File: config.mk
export PLATFORM = sky130hd
export DESIGN_NAME = fetch_pc_unit
export DESIGN_NICKNAME = d
export VERILOG_FILES = /design/src/rtl/fetch_pc_unit.sv
export SDC_FILE = /design/constraint.sdc
export NUM_CORES = 1
export LEC_CHECK = 0
export ABC_AREA = 1
export CORE_MARGIN = 2
export CORE_UTILIZATION = 45
export DETAILED_ROUTE_END_ITERATION = 10
export PLACE_DENSITY = 0.85
export RECOVER_POWER = 50
export SYNTH_ARGS = -nofsm -noshare
export SYNTH_HDL_FRONTEND = slang
export SYNTH_SLANG_ARGS = --single-unit
File: constraint.sdc
create_clock -name clk -period 2.4 [get_ports clk]
set_input_delay 0.48 -clock clk [delete_from_list [all_inputs] [get_ports clk]]
set_output_delay 0.48 -clock clk [all_outputs]
set_load 0.05 [all_outputs]
File: src/rtl/fetch_pc_unit.sv
// Program-counter register and instruction-fetch sequencer.
// Holds the architectural PC, fetches the word at that PC over a req/ack
// handshake, presents it to decode and loads the next PC on retirement.
// A misaligned next PC parks the unit in a fault state. A halt request parks
// it in a halt state. Both states are left only through reset.
//
// state    | meaning
// ---------+--------------------------------------------------------
// S_RST    | post-reset dead cycles, no request
// S_REQ    | imem_req high with imem_addr=pc, waiting for imem_ack
// S_VALID  | instr/pc_out valid for decode, waiting for pc_load
// S_HALT   | halted on request, no further fetches
// S_FAULT  | misaligned pc_next seen, no further fetches
module fetch_pc_unit #(
  parameter logic [31:0] RESET_PC = 32'h0000_0000
) (
  input  logic        clk,
  input  logic        rst_n,
  input  logic [31:0] pc_next,
  input  logic        pc_load,
  input  logic        halt_req,
  output logic        imem_req,
  output logic [31:0] imem_addr,
  input  logic        imem_ack,
  input  logic [31:0] imem_rdata,
  output logic [31:0] pc_out,
  output logic [31:0] instr,
  output logic        instr_valid,
  output logic        halted,
  output logic        fault,
  output logic [31:0] fetch_count
);

  typedef enum logic [2:0] {
    S_RST   = 3'd0,
    S_REQ   = 3'd1,
    S_VALID = 3'd2,
    S_HALT  = 3'd3,
    S_FAULT = 3'd4
  } state_t;

  state_t      state;
  logic [31:0] pc;
  // S_RST is held for the first cycle after reset release as well, so the
  // first request appears two edges after rst_n is first sampled high.
  logic        rst_dead;

  // Fetch sequencer: state, PC, captured instruction and registered flags.
  always_ff @(posedge clk) begin
    if (!rst_n) begin
      state       <= S_RST;
      rst_dead    <= 1'b0;
      pc          <= RESET_PC;
      instr       <= 32'h0;
      fetch_count <= 32'h0;
      imem_req    <= 1'b0;
      instr_valid <= 1'b0;
      halted      <= 1'b0;
      fault       <= 1'b0;
    end else begin
      case (state)
        S_RST: begin
          if (rst_dead) begin
            state    <= S_REQ;
            imem_req <= 1'b1;
          end else begin
            rst_dead <= 1'b1;
          end
        end
        S_REQ: begin
          if (imem_ack) begin
            instr       <= imem_rdata;
            fetch_count <= fetch_count + 32'd1;
            imem_req    <= 1'b0;
            instr_valid <= 1'b1;
            state       <= S_VALID;
          end
        end
        S_VALID: begin
          if (pc_load) begin
            instr_valid <= 1'b0;
            // Misalignment wins over halt_req; PC keeps the faulting instruction.
            if (pc_next[1:0] != 2'b00) begin
              fault <= 1'b1;
              state <= S_FAULT;
            end else begin
              pc <= pc_next;
              if (halt_req) begin
                halted <= 1'b1;
                state  <= S_HALT;
              end else begin
                imem_req <= 1'b1;
                state    <= S_REQ;
              end
            end
          end
        end
        S_HALT:  state <= S_HALT;
        S_FAULT: state <= S_FAULT;
        default: begin
          state       <= S_RST;
          imem_req    <= 1'b0;
          instr_valid <= 1'b0;
        end
      endcase
    end
  end

  // Address and PC output come straight from the PC register.
  assign imem_addr = pc;
  assign pc_out    = pc;

endmodule
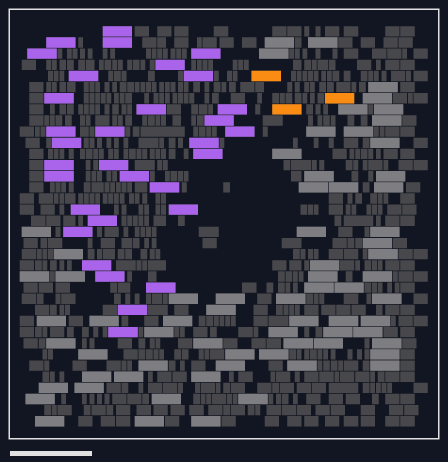
(images/flops_by_reg.png)
Bar = 20 um. Other sequential cells in the stronger gray, the rest of the logic in the fainter gray.
Purple shows fetch_count, flops 32. Orange shows state, flops 3.

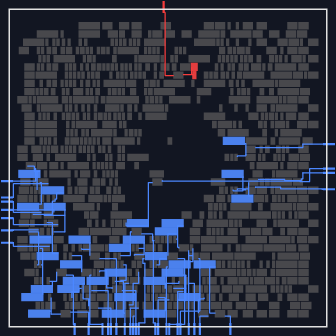
(images/io_fan.png)
Blue shows instr, bits 32, direction output, end cells 32, wire 951 um. Red shows imem_ack, bits 1, direction input, end cells 2, wire 30.5 um.

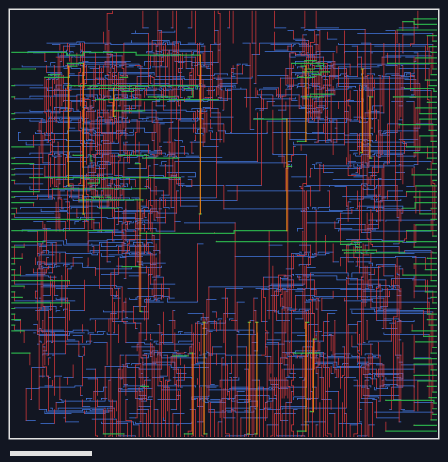
(images/wires.png)
Bar = 20 um.
Blue shows metal 1, wire length 5300 um. Red shows metal 2, wire length 6580 um. Orange shows metal 4, wire length 374 um. Green shows metal 3, wire length 918 um.

==> impl_metrics.toml <==
# yosys + openroad results
[status]
run_status = "finished, final reports clean"

[detailed_routing]
via_per_inst = 5.04
detail-route-antenna-nets = 0
drt_iter0_drc = 230

[yosys]
synth-simple-area-share_pct = 32.1
ys.flops = 104
synth_top_flop_cell = "dfxtp_1"
ys_seq_share_pct = 45.8
ys_area_um2 = 4550
top_area_cell = "dfxtp_1"
netlist_instances = 657
synth_top_area_share_pct = 45.8

[floorplanning]
ioPinCount = 201
die-area_um2 = 10900
fp-utilization_pct = 46.5
die_x_um = 105
fp.dieH_um = 105
coreArea_um2 = 9770

[layout]
final_cell_mix = "nor2_1, clkdlybuf4s50_1, dfxtp_1"
antenna_cells = 0
area_delta_synth_final_pct = 44.6
final_common_cell = "nor2_1"

[critical_path]
crit_family = "buffers and inverters"
cp_max_fo = 7
r2r_start = "fetch_count[1]"
criticalPathCategory = "flop to output port"
critPathSlowestCell = "clkdlybuf4s50_1"
critical_path.max_stage_delay_ns = 0.86
worstPathRequired_ns = 1.92
path_buffers = 1

[clocking]
cts-resized-gates = 0
cts.sinks = 104
cts_made_buffers = 9
cts_hold_buf = 0
clock_latency_ns = 0.36

[pwr]
leakagePower_nw = 2.48

[final_timing]
rsz0062_at_grt = "false"
fmax_ghz = 0.466

[hold_path]
hold_path_end = "rst_dead"
hold_path_startpoint = "rst_dead"

[place]
hpwl_mm = 9.97
dp_cells = 939
io_buffer_count = 200

[global_routing]
grt_pass1_wl_mm = 21.3
grt_max_degree = 89
-- flip-flops by register name, indices dropped and copies added (netlist names), 3 cells and up --
register	flops
state	3
fetch_count	32
imem_addr	32
instr	32
-- cells in the mapped netlist (2+ instances only) --
master and number:
xor2_1 2, buf_4 38, xnor2_1 2, nand4_1 5
nand3_1 31, clkbuf_1 15, a21oi_1 19, o21ai_0 65
nand2_1 101, dfxtp_1 104, buf_2 4, inv_1 37
nor2_1 219, nor3b_1 2, nor3_1 2, and2_1 2
-- area by class of cell --
| class | count | area, um2 | area share, % |
|---|---|---|---|
| Sequential cell | 104 | 2080 | 31.7 |
| Clock buffer | 11 | 131 | 2.00 |
| Inverter | 38 | 143 | 2.17 |
| Tap cell | 133 | 166 | 2.53 |
| Clock inverter | 5 | 63.8 | 0.971 |
| Multi-Input combinational cell | 457 | 1930 | 29.3 |
| Timing Repair Buffer | 207 | 2060 | 31.3 |
-- where the power goes --
group	switching [mW]	internal, mW	total, mW
Clock	0.591	0.493	1.08
Combinational	1.17	0.572	1.74
Sequential	0.117	1.91	2.03
Total	1.87	2.98	4.86
-- worst reg2reg max path, stage by stage, from the launching register on --
cell and delay [ns]:
dfxtp_1 0.41, ha_1 0.22, inv_1 0.06, nor2_1 0.14, nand2_1 0.07, nor2_1 0.50, nand3_1 0.19, nand2_1 0.11
nand2_1 0.05, nor2_1 0.08
-- worst max path at each step --
stage,from,to,slack (ns),cells past startpoint
after global routing,fetch_count[2],fetch_count[2],0.18,1
final,fetch_count[2],fetch_count[2],0.26,1
after global placement,pc_next[1],imem_addr[30],0.38,8
after detailed placement,pc_next[1],imem_addr[14],0.28,8
after floorplan,fetch_count[1],fetch_count[30],0.63,8
after CTS,fetch_count[2],fetch_count[2],0.24,1
-- metal layers --
metal,track usage [%],vias to the layer above,part of all wire (%)
met5,0,-,0
li1,-,2353,-
met3,3.82,34,7.0
met2,42.7,224,50
met1,27.6,2206,40
met4,10.1,0,2.8
-- stage by stage --
stage               area [um2]  utilization (%)  setup WS [ns]  total power [mW]  hold WS (ns)
floorplan                 4550                -          0.630              3.25         0.430
global placement          6420             65.7          0.382              3.81         0.439
detailed placement        6420             65.7          0.279              3.87         0.446
CTS                       6620             67.7          0.237              4.94         0.460
global route              6570             67.3          0.179              5.10         0.489
finish                    6570             67.3          0.255              4.86         0.459
-- cell families (layout without fill, tap and decap cells) --
family / count (synthesis) / in the layout
adder cells (fa/ha/maj): 1 / 1
flip-flops: 104 / 104
buffers and inverters: 96 / 261
XOR/XNOR: 4 / 4
AND-OR/OR-AND: 87 / 87
AND/OR/NAND/NOR: 365 / 365
Power figures rest on the tool's default switching activity, not on a simulated workload.
